**src/rtl/led_scheduler.sv**
```systemverilog
// LED pattern scheduler: a prescaled step generator driving five board LEDs
// through chase, bounce, binary-count and blink patterns.
// Every output comes straight from a flop, so no input reaches an output
// within the same cycle.
module led_scheduler #(
    parameter int WIDTH = 24
) (
    input  logic       CLK,
    input  logic       RESET,
    input  logic       EN,
    input  logic [1:0] MODE,
    output logic [4:0] LED,
    output logic       TICK,
    output logic       STATE
);

    typedef enum logic {
        IDLE = 1'b0,
        RUN  = 1'b1
    } state_t;

    localparam logic DIR_UP   = 1'b0;
    localparam logic DIR_DOWN = 1'b1;

    localparam logic [1:0] MODE_CHASE  = 2'd0;
    localparam logic [1:0] MODE_BOUNCE = 2'd1;
    localparam logic [1:0] MODE_BINARY = 2'd2;
    localparam logic [1:0] MODE_BLINK  = 2'd3;

    localparam logic [WIDTH-1:0] PRE_LAST = '1;

    state_t           state;
    logic [WIDTH-1:0] pre;
    logic [1:0]       mode_r;
    logic             dir;

    logic             step_edge;
    logic [4:0]       next_led;
    logic             next_dir;

    // Starting LED image for each pattern, used on entry and on a mode switch
    function automatic logic [4:0] initial_pattern(input logic [1:0] m);
        case (m)
            MODE_CHASE:  initial_pattern = 5'b00001;
            MODE_BOUNCE: initial_pattern = 5'b00001;
            MODE_BINARY: initial_pattern = 5'b00000;
            default:     initial_pattern = 5'b11111;
        endcase
    endfunction

    // The prescaler's last count marks the edge on which a pattern step lands
    assign step_edge = (pre == PRE_LAST);

    assign STATE = (state == RUN);

    // Next LED image and bounce direction if the current pattern advances
    always_comb begin
        next_led = LED;
        next_dir = dir;
        case (mode_r)
            MODE_CHASE: begin
                next_led = {LED[3:0], LED[4]};
            end
            MODE_BOUNCE: begin
                if (dir == DIR_UP) begin
                    next_led = {LED[3:0], 1'b0};
                    if (LED[3]) begin
                        next_dir = DIR_DOWN;
                    end
                end else begin
                    next_led = {1'b0, LED[4:1]};
                    if (LED[1]) begin
                        next_dir = DIR_UP;
                    end
                end
            end
            MODE_BINARY: begin
                next_led = LED + 5'd1;
            end
            default: begin
                next_led = ~LED;
            end
        endcase
    end

    // Run/idle control, prescaler, and the registered LED/TICK outputs;
    // reset beats everything, and dropping EN beats a coincident step
    always_ff @(posedge CLK) begin
        if (RESET) begin
            state  <= IDLE;
            LED    <= 5'b00000;
            TICK   <= 1'b0;
            pre    <= '0;
            mode_r <= MODE_CHASE;
            dir    <= DIR_UP;
        end else begin
            case (state)
                IDLE: begin
                    LED  <= 5'b00000;
                    TICK <= 1'b0;
                    pre  <= '0;
                    if (EN) begin
                        state  <= RUN;
                        mode_r <= MODE;
                        dir    <= DIR_UP;
                        LED    <= initial_pattern(MODE);
                    end
                end
                RUN: begin
                    if (!EN) begin
                        state <= IDLE;
                        LED   <= 5'b00000;
                        TICK  <= 1'b0;
                        pre   <= '0;
                    end else begin
                        pre  <= pre + WIDTH'(1);
                        TICK <= step_edge;
                        if (step_edge) begin
                            if (MODE != mode_r) begin
                                mode_r <= MODE;
                                LED    <= initial_pattern(MODE);
                                dir    <= DIR_UP;
                            end else begin
                                LED <= next_led;
                                dir <= next_dir;
                            end
                        end
                    end
                end
                default: begin
                    state <= IDLE;
                end
            endcase
        end
    end

endmodule

```
**config.mk**
```make
export PLATFORM = sky130hd
export DESIGN_NAME = led_scheduler
export DESIGN_NICKNAME = d
export VERILOG_FILES = /design/src/rtl/led_scheduler.sv
export SDC_FILE = /design/constraint.sdc
export NUM_CORES = 1
export LEC_CHECK = 0
export CAP_MARGIN = 20
export CORE_MARGIN = 2
export CORE_UTILIZATION = 30
export DETAILED_ROUTE_END_ITERATION = 12
export PLACE_DENSITY_LB_ADDON = 0.25
export SYNTH_ARGS = -nofsm -noshare
export SYNTH_HDL_FRONTEND = slang
export SYNTH_SLANG_ARGS = --single-unit
export TNS_END_PERCENT = 5
```
**constraint.sdc**
```tcl
create_clock -name CLK -period 5 [get_ports CLK]
set_clock_uncertainty 0.05 [all_clocks]
set_input_delay 1 -clock CLK [delete_from_list [all_inputs] [get_ports CLK]]
set_output_delay 1 -clock CLK [all_outputs]
set_load 0.02 [all_outputs]
```
==> out/metrics.csv <==
metric;value;unit
status;complete, no violations;
antenna_cells;0;
finalCriticalPeriod;2.69;ns
grt_pass1_wl;6540;um
synth_flops;34;
drive_gt1_frac;0.0598;
fin_tns_setup;0;ns
cts_root_buffer;clkbuf_8;
io_pins;12;
lay_top_cells;dfxtp_1, nor2_1, nand2_1, xor2_1, nand3_1;
cts_max_level;2;
setup_viol;0;
crit_arrival;2.85;ns
area_growth;13.4;%
post-cts-setup-buffers;0;
cts_buffer_depth;2;
cap_violations;0;
top_area_cell;dfxtp_1;
power.total;573;uW
min_path_type;register to register;
grt_usage;0.125;
overflow;0;
hpwl;2620;um
clk_latency;0.29;ns
wl_per_cell;12.4;um
worst_pin_slew;0.812;ns
place_congestion;0.735;
rows;28;
cts_made_buffers;5;
fin_cells;309;
synth.distinct_cells;39;
maxSlewHeadroom;0.454;
ctsResizeCount;0;
synthTopCellsByCount;dfxtp_1, nor2_1, nand2_1;
synth_chip_area;1830;sq um
syn_area_per_cell;7.94;sq um
numClockSinks;34;
vias;1570;
cp_max_fo;10;
warning_count;26;
reg2reg_slack;2.66;ns
slew_violations;0;
rsz0062_at_grt;false;
placedCellCount;301;
port_buffers;11;
synth_cells;231;
finalCritPeriodShare;0.539;
fmax;371;MHz
synthFlopType;dfxtp_1;
grt_max_degree;26;
cts.clk_slew.worst_paths;0.07;ns
top_area_frac;0.371;
worst_setup_path_start_kind;input port;
dieArea;6760;sq um
initial_core_util;0.310;
-- flip-flops by register name, indices dropped and copies added, names as in the netlist --
register and cells:
pre 24, LED 5, mode_r 2, STATE 1, TICK 1, dir 1
-- cells by family (layout without fill, tap and decap cells) --
| group | count (synthesis) | count (layout) | synth area share |
|---|---|---|---|
| AND/OR/NAND/NOR | 106 | 106 | 0.284 |
| AND-OR/OR-AND | 39 | 39 | 0.151 |
| flip-flops | 34 | 34 | 0.371 |
| buffers and inverters | 24 | 27 | 0.0532 |
| XOR/XNOR | 21 | 21 | 0.100 |
| multiplexers | 5 | 5 | 0.0273 |
| adder cells (fa/ha/maj) | 2 | 2 | 0.0136 |
-- routing by layer --
metal / global-route usage / up-vias / share of wire
met2: 0.196 / 19 / 0.45
met4: 0.0500 / 0 / 0.016
li1: - / 807 / -
met5: 0 / - / 0
met1: 0.162 / 738 / 0.50
met3: 0.0359 / 6 / 0.033
-- worst paths after layout --
check	start	endpoint	cells past startpoint
setup / recovery	MODE[0]	LED[4]	6
hold / removal	pre[0]	pre[0]	1
setup reg to reg	pre[0]	dir	6
hold reg to reg	pre[0]	pre[0]	1
-- layout make-up --
type | count | area, sq um
Sequential cell | 34 | 681
Fill cell | 634 | 3840
Timing Repair Buffer | 11 | 110
Tap cell | 75 | 93.8
Inverter | 8 | 30.0
Multi-Input combinational cell | 173 | 1060
Clock buffer | 8 | 110
-- report_power, final --
group	internal, uW	leakage (uW)	switching, uW	total (uW)
clock network	139	0.0000575	101	241
logic	21.6	0.000337	23.8	45.4
registers	275	0.000275	12.4	287
total	435	0.000669	138	573
-- critical path, stage by stage --
cell	delay (ns)
clkdlybuf4s50_1	0.58
xnor2_1	0.36
nand4_1	0.22
a2111oi_0	0.40
nor2_1	0.07
a211oi_1	0.22
Fig. 1: I/O nets highlighted
Drawn at 4 px/um.
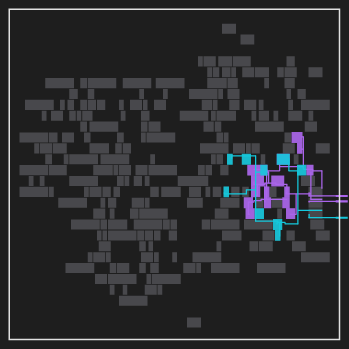
- purple: `MODE` (bits 2; direction input; edge east; end cells 16; wire 116 um)
- cyan: `EN` (bits 1; direction input; edge east; end cells 9; wire 81.0 um)

Fig. 2: cell density map
Drawn at 4 px/um. The die is cut into 8 by 8 equal tiles; dark blue is low, red is high, 0 to 100% covered.
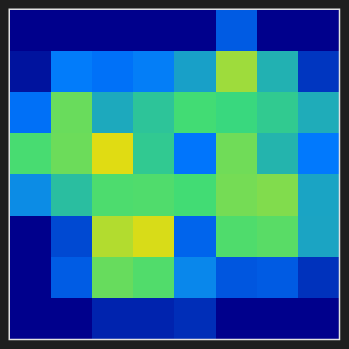
- emptiest ninth of the die: south-west
- nearly empty tiles: 22%
- fullest tile: 71%
- mean over tiles: 29%

No activity file was given, so power comes from the tool's default toggle rates.
